**Wiring by layer**

(2 px per µm) Only two layers are drawn.
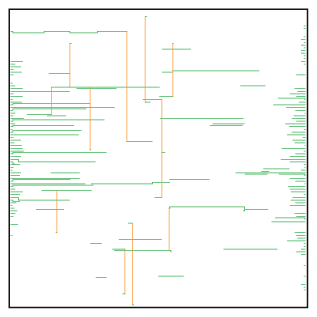
**Gate-type map**

(3 px per µm)
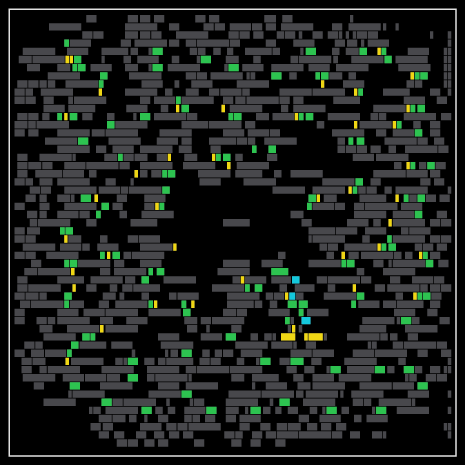
**Track usage over the die**

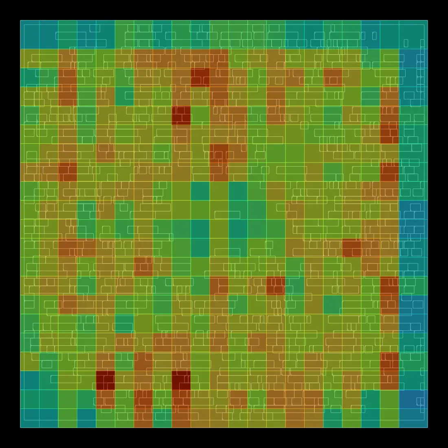
**Close-up of the layout**

Window x 59 to 89, y 89 to 119 µm. Cells in grey, sequential cells in the stronger grey; small squares are vias.
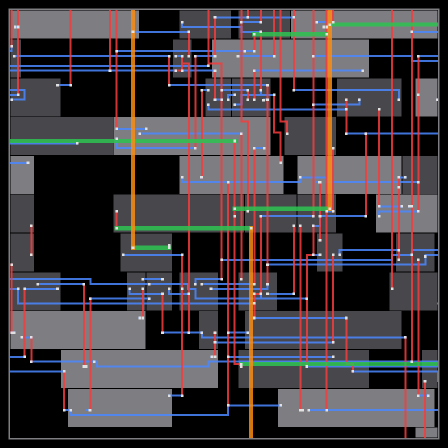
==> src/rtl/tdc_arb_pkg.sv <==
// -----------------------------------------------------------------------------
// tdc_arb_pkg
// Shared types and helpers for the TDC event arbiter.
//   arb_state_e        : arbiter FSM states (ARB decides, WRITE is the write cycle)
//   DATA_W_DEFAULT     : default TDC event word width (equals FIFO data width)
//   DROP_CNT_W_DEFAULT : default width of the per-channel drop counters
//   next_rr_idx()      : next round-robin index with wrap-around
// -----------------------------------------------------------------------------
package tdc_arb_pkg;

  typedef enum logic [0:0] {
    ARB   = 1'b0,
    WRITE = 1'b1
  } arb_state_e;

  localparam int DATA_W_DEFAULT     = 68;
  localparam int DROP_CNT_W_DEFAULT = 16;

  // Index that follows idx in a ring of n entries.
  function automatic int next_rr_idx(input int idx, input int n);
    return (idx >= n - 1) ? 0 : idx + 1;
  endfunction

endpackage

==> src/rtl/tdc_rr_select.sv <==
// -----------------------------------------------------------------------------
// tdc_rr_select
// Combinational round-robin picker. Finds the first set request bit searching
// upward from ptr+1, wrapping modulo NUM_CHAN.
// Ports:
//   req       in  [NUM_CHAN]  request vector (one bit per channel)
//   ptr       in  [IDX_W]     index served last
//   grant_idx out [IDX_W]     selected channel (0 when nothing requested)
//   any_req   out 1           at least one request present
// -----------------------------------------------------------------------------
module tdc_rr_select
  import tdc_arb_pkg::*;
#(
  parameter int NUM_CHAN = 2,
  parameter int IDX_W    = $clog2(NUM_CHAN)
) (
  input  logic [NUM_CHAN-1:0] req,
  input  logic [IDX_W-1:0]    ptr,
  output logic [IDX_W-1:0]    grant_idx,
  output logic                any_req
);

  always_comb begin
    int cand;
    // NOTE: every output of a combinational block gets a default before any
    // conditional assignment; otherwise a path that skips it infers a latch.
    grant_idx = '0;
    any_req   = 1'b0;
    cand      = int'(ptr);
    for (int k = 0; k < NUM_CHAN; k++) begin
      cand = next_rr_idx(cand, NUM_CHAN);
      if (req[cand] && !any_req) begin
        grant_idx = IDX_W'(cand);
        any_req   = 1'b1;
      end
    end
  end

endmodule

==> src/rtl/tdc_event_arbiter.sv <==
// -----------------------------------------------------------------------------
// tdc_event_arbiter
// Shares the single event-FIFO write port between NUM_CHAN TDC channels. Each
// channel owns a one-entry holding buffer; occupied buffers are served
// round-robin, one FIFO word at most every two cycles, honouring fifo_full.
// Events that arrive while a channel's buffer is still occupied are lost and
// counted per channel.
//
// Optional feature: define TDC_ARB_DROP_CNT_EN to build the saturating drop
// counters. Without it drop_count is tied to 0 and clear_drops is ignored.
//
// Ports:
//   clk          in  1                     system clock, rising edge
//   reset        in  1                     synchronous, active-high reset
//   chan_valid   in  [NUM_CHAN]            one-cycle event strobe per channel
//   chan_data    in  [NUM_CHAN*DATA_W]     event words, channel i at [i*DATA_W +: DATA_W]
//   chan_ack     out [NUM_CHAN]            pulse the cycle after an event is captured
//   fifo_full    in  1                     FIFO full flag, sampled only in ARB
//   fifo_wdata   out [DATA_W]              FIFO write data, held between writes
//   fifo_write   out 1                     FIFO write strobe, one cycle per word
//   grant_onehot out [NUM_CHAN]            source of the current write, else 0
//   clear_drops  in  1                     synchronous clear of all drop counters
//   drop_count   out [NUM_CHAN*DROP_CNT_W] per-channel saturating drop counters
// -----------------------------------------------------------------------------
module tdc_event_arbiter
  import tdc_arb_pkg::*;
#(
  parameter int NUM_CHAN   = 2,
  parameter int DATA_W     = DATA_W_DEFAULT,
  parameter int DROP_CNT_W = DROP_CNT_W_DEFAULT
) (
  input  logic                         clk,
  input  logic                         reset,
  input  logic [NUM_CHAN-1:0]          chan_valid,
  input  logic [NUM_CHAN*DATA_W-1:0]   chan_data,
  output logic [NUM_CHAN-1:0]          chan_ack,
  input  logic                         fifo_full,
  output logic [DATA_W-1:0]            fifo_wdata,
  output logic                         fifo_write,
  output logic [NUM_CHAN-1:0]          grant_onehot,
  input  logic                         clear_drops,
  output logic [NUM_CHAN*DROP_CNT_W-1:0] drop_count
);

  localparam int IDX_W = $clog2(NUM_CHAN);

  arb_state_e          state_q, state_d;
  logic [NUM_CHAN-1:0] buf_full;
  logic [DATA_W-1:0]   buf_data [NUM_CHAN];
  logic [IDX_W-1:0]    rr_ptr;
  logic [IDX_W-1:0]    sel_idx;
  logic                any_req;
  logic                issue;     // ARB decided to write buffer sel_idx this edge
  logic [NUM_CHAN-1:0] drain;     // buffer emptied at this edge
  logic [NUM_CHAN-1:0] capture;   // event latched into its buffer at this edge
  logic [NUM_CHAN-1:0] drop_evt;  // event lost: buffer occupied and not draining

  tdc_rr_select #(
    .NUM_CHAN (NUM_CHAN),
    .IDX_W    (IDX_W)
  ) u_rr_select (
    .req       (buf_full),
    .ptr       (rr_ptr),
    .grant_idx (sel_idx),
    .any_req   (any_req)
  );

  // ---------------------------------------------------------------------------
  // FSM: ARB looks at fifo_full and the buffers; WRITE is the cycle the word
  // is presented, giving the FIFO one cycle to update fifo_full.
  // ---------------------------------------------------------------------------
  always_ff @(posedge clk) begin
    // NOTE: clocked state is updated with non-blocking assignments so every
    // flop samples pre-edge values regardless of process ordering.
    if (reset) state_q <= ARB;
    else       state_q <= state_d;
  end

  always_comb begin
    state_d = state_q;
    issue   = 1'b0;
    unique case (state_q)
      ARB: begin
        if (!fifo_full && any_req) begin
          issue   = 1'b1;
          state_d = WRITE;
        end
      end
      WRITE:   state_d = ARB;
      default: state_d = ARB;
    endcase
  end

  // A buffer being drained this edge may take a new word at the same edge.
  always_comb begin
    drain = '0;
    if (issue) drain[sel_idx] = 1'b1;
    capture  = chan_valid & (~buf_full | drain);
    drop_evt = chan_valid & buf_full & ~drain;
  end

  // ---------------------------------------------------------------------------
  // Holding buffers and registered outputs
  // ---------------------------------------------------------------------------
  always_ff @(posedge clk) begin
    if (reset) begin
      buf_full     <= '0;
      rr_ptr       <= IDX_W'(NUM_CHAN - 1);
      chan_ack     <= '0;
      fifo_write   <= 1'b0;
      fifo_wdata   <= '0;
      grant_onehot <= '0;
      // NOTE: the buffer words are cleared as well so fifo_wdata can never
      // expose stale data after reset; buf_full alone qualifies them.
      for (int i = 0; i < NUM_CHAN; i++) buf_data[i] <= '0;
    end else begin
      chan_ack     <= capture;
      fifo_write   <= issue;
      grant_onehot <= issue ? (NUM_CHAN'(1) << sel_idx) : '0;
      if (issue) begin
        fifo_wdata <= buf_data[sel_idx];
        rr_ptr     <= sel_idx;
      end
      for (int i = 0; i < NUM_CHAN; i++) begin
        if (capture[i]) buf_data[i] <= chan_data[i*DATA_W +: DATA_W];
      end
      buf_full <= (buf_full & ~drain) | capture;
    end
  end

  // ---------------------------------------------------------------------------
  // Drop counters
  // ---------------------------------------------------------------------------
`ifdef TDC_ARB_DROP_CNT_EN
  logic [DROP_CNT_W-1:0] drop_cnt [NUM_CHAN];

  // clear_drops wins over a same-cycle drop; counters stick at all-ones.
  always_ff @(posedge clk) begin
    if (reset || clear_drops) begin
      for (int i = 0; i < NUM_CHAN; i++) drop_cnt[i] <= '0;
    end else begin
      for (int i = 0; i < NUM_CHAN; i++) begin
        if (drop_evt[i] && (drop_cnt[i] != '1)) drop_cnt[i] <= drop_cnt[i] + DROP_CNT_W'(1);
      end
    end
  end

  for (genvar g = 0; g < NUM_CHAN; g++) begin : g_drop_out
    assign drop_count[g*DROP_CNT_W +: DROP_CNT_W] = drop_cnt[g];
  end
`else
  logic unused_drop_inputs;

  assign drop_count         = '0;
  assign unused_drop_inputs = ^{clear_drops, drop_evt};
`endif

endmodule

==> config.mk <==
export PLATFORM = sky130hd
export DESIGN_NAME = tdc_event_arbiter
export DESIGN_NICKNAME = d
export VERILOG_FILES = /design/src/rtl/tdc_arb_pkg.sv /design/src/rtl/tdc_rr_select.sv /design/src/rtl/tdc_event_arbiter.sv
export SDC_FILE = /design/constraint.sdc
export NUM_CORES = 1
export LEC_CHECK = 0
export ABC_AREA = 0
export CORE_UTILIZATION = 40
export DETAILED_ROUTE_END_ITERATION = 8
export MAX_ROUTING_LAYER = met4
export PLACE_DENSITY_LB_ADDON = 0.15
export SYNTH_ARGS = -nofsm -noshare
export SYNTH_HDL_FRONTEND = slang
export SYNTH_SLANG_ARGS = --single-unit
==> constraint.sdc <==
create_clock -name clk -period 5.15 [get_ports clk]
set_input_delay 1.03 -clock clk [delete_from_list [all_inputs] [get_ports clk]]
set_output_delay 1.03 -clock clk [all_outputs]
set_load 0.005 [all_outputs]
==> results_tabular.tex <==
% Generated from flow reports
\begin{tabular}{lr}
\hline
Metric & Value \\
\hline
\multicolumn{2}{l}{\textbf{Finish}} \\
\quad Area delta synth->final & 34.1\% \\
\quad Number of diodes & 0 \\
\quad \# fillers & 1758 \\
\quad Proportion of layout cells with a drive suffix above 1 & roughly 11\% \\
\quad FF+latch area & 0.00561 mm² \\
\quad Net total in the final layout & 971 \\
\multicolumn{2}{l}{\textbf{Run}} \\
\quad Max-cap viol count & 0 \\
\quad Warning total across the stage logs & 29 \\
\multicolumn{2}{l}{\textbf{Synthesis}} \\
\quad Count of state elements after synthesis & $\sim$210 \\
\quad Synthesized area per cell & approximately 13 µm² \\
\quad Count of yosys warnings during synthesis & 0 \\
\quad Most common cell in the netlist & edfxtp\_1 \\
\quad Sequential area share after synthesis & 65.4\% \\
\quad XOR-XNOR Cells, Area Fraction & 0\% \\
\quad Dominant register cell & edfxtp\_1 \\
\quad Count of flip-flops with a built-in enable after synthesis & between 100 and 150 \\
\quad Cell variety after synth & 25 \\
\quad Ranking of synthesized cells by area & edfxtp\_1 48\%, dfxtp\_1 18\%, nor3b\_1 8.4\% \\
\quad Number of cell instances after yosys synthesis & around 640 \\
\quad Cell type with the largest total area after synthesis & edfxtp\_1 \\
\quad Area share of the largest cell type after synthesis & a little under half \\
\quad Instance count of the mapped netlist & roughly 640 \\
\multicolumn{2}{l}{\textbf{Worst setup path}} \\
\quad CP endpoint kind & flop \\
\quad Critical path peak fanout & between 80 and 90 \\
\quad Max stage delay cell, worst path & buf\_4 \\
\quad Kind of critical path & input port to flop \\
\quad Critical Path Source Type & input port \\
\quad Series of cell instances along the critical path & clkdlybuf4s50\_1, or2\_4, o21ai\_2, a22oi\_2, buf\_4, nor3b\_1 \\
\multicolumn{2}{l}{\textbf{Floorplan}} \\
\quad Floorplan row count & between 50 and 60 \\
\quad Number of I/O pins & approximately 250 \\
\quad Die height & 148 µm \\
\quad Initial core utilization & between 40\% and 50\% \\
\multicolumn{2}{l}{\textbf{Pwr}} \\
\quad Net switching power figure & 892 µW \\
\quad Total leakage power & 0.00399 µW \\
\quad Switching Share & 21.8\% \\
\quad Max rail drop VDD & 229 µV \\
\quad Combinational logic power & 425 µW \\
\quad P\_seq & roughly 2000 µW \\
\quad Pwr dens & 356 mW/mm² \\
\multicolumn{2}{l}{\textbf{Detailed routing}} \\
\quad Detailed-router iteration count before antenna repair & 5 \\
\quad Via Count & 5822 \\
\quad First DRT Iteration DRCs & 351 \\
\quad Met1 wire length & 8.77 mm \\
\quad Detailed-route vias per instance & 5.20 \\
\multicolumn{2}{l}{\textbf{Final timing}} \\
\quad Relative max-transition margin & about a quarter \\
\quad Upper clock frequency limit & 348 MHz \\
\quad Number of hold violations in the final report & 0 \\
\quad Number of setup violations in the final report & 0 \\
\quad Worst setup skew after layout & about 0.014 ns \\
\multicolumn{2}{l}{\textbf{Clocking}} \\
\quad Number of sinks on the clock net & 212 \\
\quad CTS Hold Buffers Added & 0 \\
\quad Largest buffer count on any clock path & 3 \\
\multicolumn{2}{l}{\textbf{Global routing}} \\
\quad Most used routing layer & met2 \\
\quad Via count of the first global-routing pass & 5942 \\
\quad Total gr overflow & 0 \\
\quad First-pass GRT wire length & approximately 33 mm \\
\quad Maximum number of pins on one net before global-route repair & 105 \\
\multicolumn{2}{l}{\textbf{Hold path}} \\
\quad Type of the worst min-delay path & flop to flop \\
\multicolumn{2}{l}{\textbf{Run status}} \\
\quad Status & complete, no violations \\
\hline
\end{tabular}
Notes on 'wiring by layer' above:
layer	colour	wire length
metal 3	green	1750 µm
metal 4	orange	345 µm
routed wire length per instance: 18.7 µm
total detailed-routing wirelength: 21.0 mm
GRT Total Usage: 19.6%

Notes on 'gate-type map' above:
family	colour	cells
NAND gates	yellow	45
AND and OR gates	cyan	3
inverting AOI/OAI gates	green	114

Notes on 'track usage over the die' above:
met1 demand-to-capacity share in global routing: 25.1%
met2 demand-to-capacity share in global routing: 30.9%

Notes on 'close-up of the layout' above:
layer	colour
metal 1	blue
metal 4	orange
metal 3	green
metal 2	red
most frequent	clkdlybuf4s50_1 (8), edfxtp_1 (7)
sequential cells in the window	10
netlist names of flops here include	buf_data (7), fifo_wdata (3)
cells with their middle in the window	35

==> metrics by stage <==
step | cells | setup WS, ns | utilization (%) | area [µm²] | total power [µW]
finish | 1120 | 2.27 | 54.7 | 11500 | 4090
CTS | 1120 | 2.28 | 54.7 | 11500 | 4140
floorplan | 673 | 1.50 | - | 8690 | 2250
global placement | 1079 | 1.80 | 51.1 | 10700 | 2450
detailed placement | 1079 | 1.76 | 51.1 | 10700 | 2460
global route | 1120 | 2.17 | 54.7 | 11500 | 4250
==> registers in the layout, summed over array words and instances (netlist names) <==
signal / count
rr_ptr: 1
fifo_wdata: 68
grant_onehot: 2
buf_full: 2
buf_data: 136
chan_ack: 2
state_q: 1
==> cell usage in the layout (no fill, tap or decap), drive strengths merged <==
master and count:
clkinv 11, nor3b 138, inv 2, and2b 1, and2 1, conb 32, dfxtp 76, nor2b 2
nand2b 2, or2 1, edfxtp 136, buf 11, a22oi 41, o21ai 3, clkbuf 26, a21oi 42
nor2 32, nand2 43, clkdlybuf4s50 212, a222oi 28, a221o 1, bufinv 4
==> area by class of cell <==
cell class	instances	area share (%)
clock buffers	26	5.19
clock inverters	15	1.47
inverters	2	0.0653
multi-input cells	367	22.3
flip-flops and latches	212	48.7
well taps	275	2.99
repair buffers	223	19.2
==> final timing paths <==
| path | to | cells past startpoint | slack [ns] | start |
|---|---|---|---|---|
| max | buf_data[1][27] | 6 | 2.27 | fifo_full |
| min | fifo_wdata[22] | 2 | 0.50 | buf_data[0][22] |
| max reg2reg | buf_data[1][27] | 5 | 2.78 | buf_full[1] |
| min reg2reg | fifo_wdata[22] | 2 | 0.50 | buf_data[0][22] |
Power and IR drop assume default switching activity.
